Design key_conditioner, sky130hd; sources not shown.
Run 1, routing congestion:
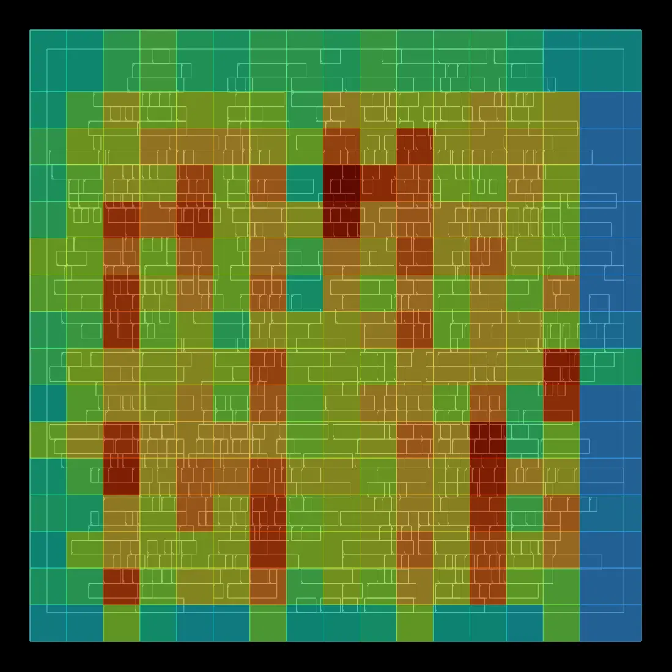
GRT met1 Usage: 0.299
drt wl/cell: 16.2 um
met3 Usage GRT: 0.0505

Run 1, layout detail:
Scale bar: 10 um. Region (66, 9) to (106, 49) um. Cells in grey, sequential cells in the stronger grey; small squares are vias.
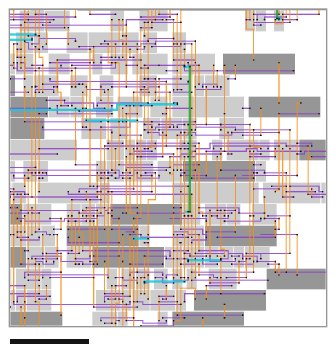
Key: cyan = M3; purple = M1; orange = M2; green = M4
Most frequent: nor2_1 (16), dfrtp_1 (12), nand2_1 (11). 118 logic cells have their middle in the window. Sequential cells in the window: 12.

Run 1, selected gate families:
Scale bar: 20 um.
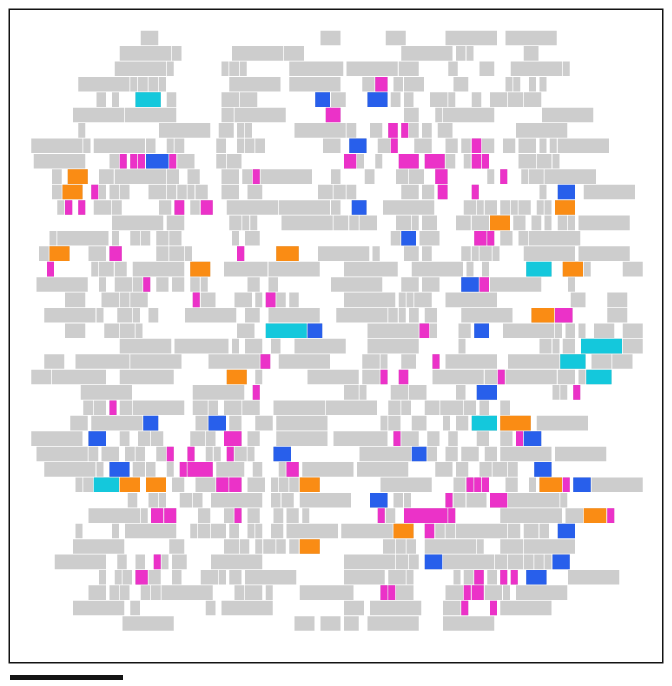
Key: magenta = nor cells [cells 80]; blue = non-inverting ao/oa cells [cells 25, where widely spread]; orange = mux cells [cells 18]; cyan = fa/ha/maj cells [cells 8]
final cell count without fillers: 804
most frequent standard cell in the layout excluding fill and tap cells: sky130_fd_sc_hd__dfrtp_1
multi-input gate share of the layout cell area: 0.457

Run 1, metal 1:
Scale bar: 20 um. Supply wires on this layer in grey.
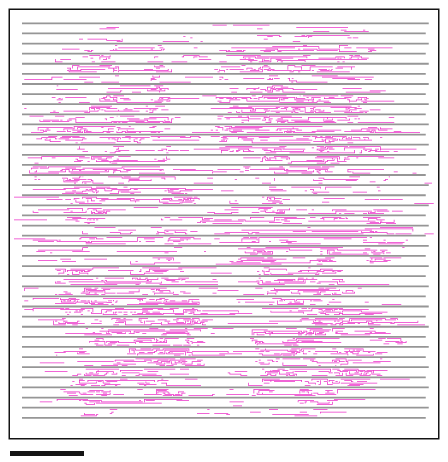
628 nets have wire on it. The wires run mostly horizontal. The layer carries 6,200 um of wire.
total number of vias: 5,001
detailed-route wire length: 13.0 mm

==> impl_metrics.json, run 1 <==
{
  "grt_first_pass_wirelength_mm": 22.9,
  "dominantRegCellSynth": "sky130_fd_sc_hd__dfrtp_1",
  "post_synth_num_cell_types": 72,
  "power_mw": 2.81,
  "regToRegSetupSlack_ns": 0.36,
  "synthArstFlopShare": 1.00,
  "clk_ins_delay_skew_pair_ns": 0.36,
  "die_y_um": 115,
  "clockPowerShare": 0.412,
  "cts.repair.resized": 0,
  "inverters_excl_clock": 23,
  "finalHoldViolCount": 0,
  "seq_power_share": 0.530,
  "cts_setup_buffers": 0,
  "seq_power_mw": 1.49,
  "vias_per_cell": 6.22,
  "p_sw_frac": 0.234,
  "power.largest_group": "sequential cells",
  "seq-cell-share": 0.413,
  "path_cells": "clkdlybuf4s50_1 -> nand2_1 -> inv_1 -> fa_1 -> ha_1 -> ha_1 -> nor4b_1 -> o2111ai_1 -> mux2_2",
  "detailed_place_hpwl_mm": 8.90,
  "cap_violations": 0,
  "max_slew_margin": 0.479,
  "synthesis.instances": 645,
  "fp_nets": 660,
  "num-fill-cells": 1015,
  "tritoncts.num_buffers": 9,
  "period_used_share": 0.927,
  "yosysTopAreaCell": "sky130_fd_sc_hd__dfrtp_1",
  "flow.area_growth_from_synthesis_pct": 10.3,
  "ctsHoldBuffers": 0,
  "multi_input_comb_area_mm2": 0.00300,
  "drt-pass1-iter-count": 5,
  "grt_usage": 0.213,
  "largest_reg_flops": 80,
  "critical_path_peak_fanout": 5,
  "layout.sequential_cells": 108,
  "critical_path_class": "input port to register",
  "combinationalPowerShare": 0.058,
  "nNonClkBuffers": 31,
  "internal_power_mw": 2.15,
  "power.leakage_nw": 2.81,
  "largest_cell_class": "combinational gates",
  "crit_buf_inv": 2,
  "drt.antenna.violating_nets": 0,
  "floorplan_die_area_mm2": 0.0132,
  "finalSetupTns_ns": 0,
  "ioPinCount": 19,
  "finalCriticalPeriod_ns": 2.87,
  "numPlacedInstances": 788,
  "ys_ff": 108,
  "route.detailed.drc": 0,
  "synthesis.area_per_instance_um2": 9.23,
  "crit_path_frequent_cell": "sky130_fd_sc_hd__ha_1",
  "setup_viol": 0,
  "placement.io_buffers": 18,
  "slew_viol_final": 0,
  "fin_ws_ns": 0.227,
  "place_congestion": 0.933,
  "critical_path_required_ns": 3.29,
  "unrepaired_setup_endpoints_after_global_routing": "false",
  "number_of_drc_markers_after_the_initial_detailed_route_iteration": 337,
  "cts_htree_levels": 3,
  "hold_ws_ns": 0.307,
  "max_stage_delay_ns": 0.54,
  "critical_path.startpoint_type": "input port",
  "share_of_cells_above_drive_strength_1": 0.0802,
  "r2r_cells": 8,
  "timing.critical_path.to_type": "register",
  "path_clk_slew_ns": 0.07,
  "synth.top_cell.area_share": 0.421,
  "placedInstanceArea_mm2": 0.00626,
  "antenna_cells_inserted": 0,
  "yosys-top-cells-count": "sky130_fd_sc_hd__dfrtp_1 (100), sky130_fd_sc_hd__nand2_1 (82), sky130_fd_sc_hd__nor2_1 (47), sky130_fd_sc_hd__nand3_1 (42), sky130_fd_sc_hd__o21ai_0 (41)",
  "clockNetworkAreaShare": 0.0450,
  "number_of_antenna_violations_at_the_first_check_in_global_routing": 0,
  "syn_area_mm2": 0.00595,
  "max-vdd-ir-drop_v": 0.000386,
  "clock_sinks": 108,
  "grt_max_degree": 109,
  "final_util": 0.570,
  "layout.buffer.nonclock.area_share": 0.0442,
  "outcome": "finished clean"
}
run 1: layer usage:
layer | wire length (um) | part of all wire | track usage | vias to the layer above
met3 | 581 | 0.045 | 0.0505 | 20
li1 | - | - | - | 2416
met5 | 0 | 0 | 0 | -
met2 | 6070 | 0.47 | 0.334 | 115
met4 | 179 | 0.014 | 0.0563 | 0
met1 | 6200 | 0.48 | 0.299 | 2450
run 1: kinds of logic after synthesis:
| group | count (synthesis) | share of synthesized area |
|---|---|---|
| AND-OR/OR-AND | 145 | 0.163 |
| multiplexers | 18 | 0.0320 |
| buffers and inverters | 54 | 0.0416 |
| AND/OR/NAND/NOR | 293 | 0.261 |
| flip-flops | 108 | 0.456 |
| XOR/XNOR | 19 | 0.0280 |
| adder cells (fa/ha/maj) | 8 | 0.0193 |
Run 1, M3 wires:
Scale bar: 20 um.
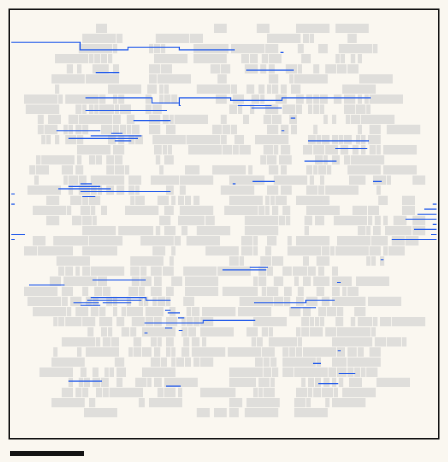

==> inputs of run 2 (changes only) <==
--- a/config.mk
+++ b/config.mk
@@ -11,6 +11,7 @@
 export CTS_CLUSTER_DIAMETER = 150
 export CTS_CLUSTER_SIZE = 12
 export DETAILED_ROUTE_END_ITERATION = 16
+export GPL_TIMING_DRIVEN = 0
 export PLACE_DENSITY_LB_ADDON = 0.2
 export SYNTH_ARGS = -nofsm -noshare
 export SYNTH_HDL_FRONTEND = slang
Run 2, M3 wires:
Scale bar: 20 um.
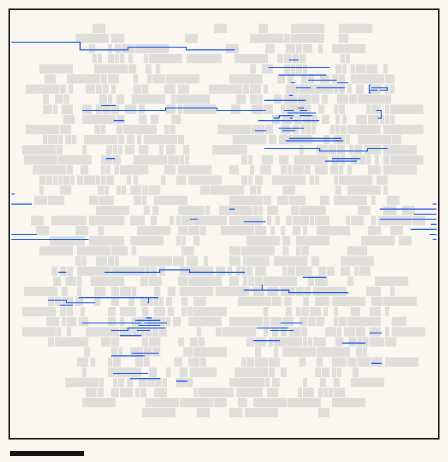
The layer carries 667 um of wire. The layer holds 5.1% of the routed length. The wires run mostly horizontal. The longest straight run is 22.3 um.
met3 Usage GRT: 0.0595
total number of vias: 5,071

Run 2, selected gate families:
Scale bar: 20 um.
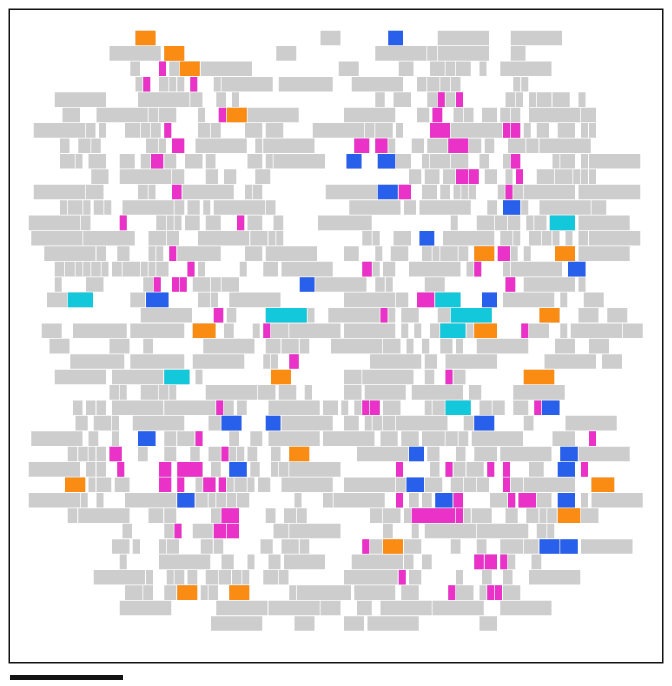
Key: magenta = nor cells [cells 80]; cyan = fa/ha/maj cells [cells 8]; blue = non-inverting ao/oa cells [cells 25]; orange = mux cells [cells 18, where widely spread]
multi-input gate share of the layout cell area: 0.449
final cell count without fillers: 825

==> impl_metrics.json, run 2 <==
{
  "outcome": "finished clean",
  "cts_htree_levels": 3,
  "vias_per_cell": 6.15,
  "dominantRegCellSynth": "sky130_fd_sc_hd__dfrtp_1",
  "route.detailed.drc": 0,
  "mux_area_frac": 0.0320,
  "finalHoldViolCount": 0,
  "drt.antenna.violating_nets": 0,
  "share_of_cells_above_drive_strength_1": 0.0792,
  "slew_viol_final": 0,
  "path_cells": "or4_4 -> nor4_4 -> nand3_1 -> nor2_1 -> a2bb2oi_1 -> fa_1 -> a21o_1",
  "hold_ws_ns": 0.305,
  "max_slew_margin": 0.434,
  "synth.cellmix.compoundShare": 0.163,
  "yosys-top-cells-count": "sky130_fd_sc_hd__dfrtp_1 (100), sky130_fd_sc_hd__nand2_1 (82), sky130_fd_sc_hd__nor2_1 (47), sky130_fd_sc_hd__nand3_1 (42), sky130_fd_sc_hd__o21ai_0 (41)",
  "tritoncts.num_buffers": 9,
  "power_mw": 2.83,
  "critical_path_required_ns": 3.31,
  "grt_first_pass_wirelength_mm": 22.6,
  "synthArstFlopShare": 1.00,
  "drt_wl_total_mm": 13.1,
  "finalCriticalPeriod_ns": 2.89,
  "setup_viol": 0,
  "path_clk_slew_ns": 0.07,
  "ioPinCount": 19,
  "detailed_place_hpwl_mm": 9.27,
  "synthesis.area_per_instance_um2": 9.23,
  "timing.critical_path.to_type": "register",
  "post_synth_num_cell_types": 72,
  "place_congestion": 0.905,
  "largest_reg_flops": 80,
  "critical_path.startpoint_type": "register",
  "fp_nets": 660,
  "die_y_um": 115,
  "cap_violations": 0,
  "syn_area_mm2": 0.00595,
  "drt-pass1-iter-count": 5
}
## run 2: cell counts after synthesis
Identical to the previous run, type by type.
## run 2: area by class of cell
type	instances	area, um^2	area share
multi-input cells	483	3000	0.449
flip-flops and latches	108	2710	0.407
repair buffers	21	240	0.0360
clock buffers	10	229	0.0343
well taps	143	179	0.0268
plain buffers	31	161	0.0242
inverters	23	90.1	0.0135
clock inverters	6	63.8	0.00956
## run 2: critical path, delay by kind of cell (launching register included)
family | cells | cell delay, ns
compound gates | 2 | 0.40
fa+ha+maj | 1 | 0.45
flops | 1 | 0.43
simple gates | 4 | 1.46
## run 2: layer usage
layer  GRT usage  share of wire
met4      0.0571         0.0090
met2       0.335           0.47
met3      0.0595          0.051
met5           0              0
met1       0.283           0.47
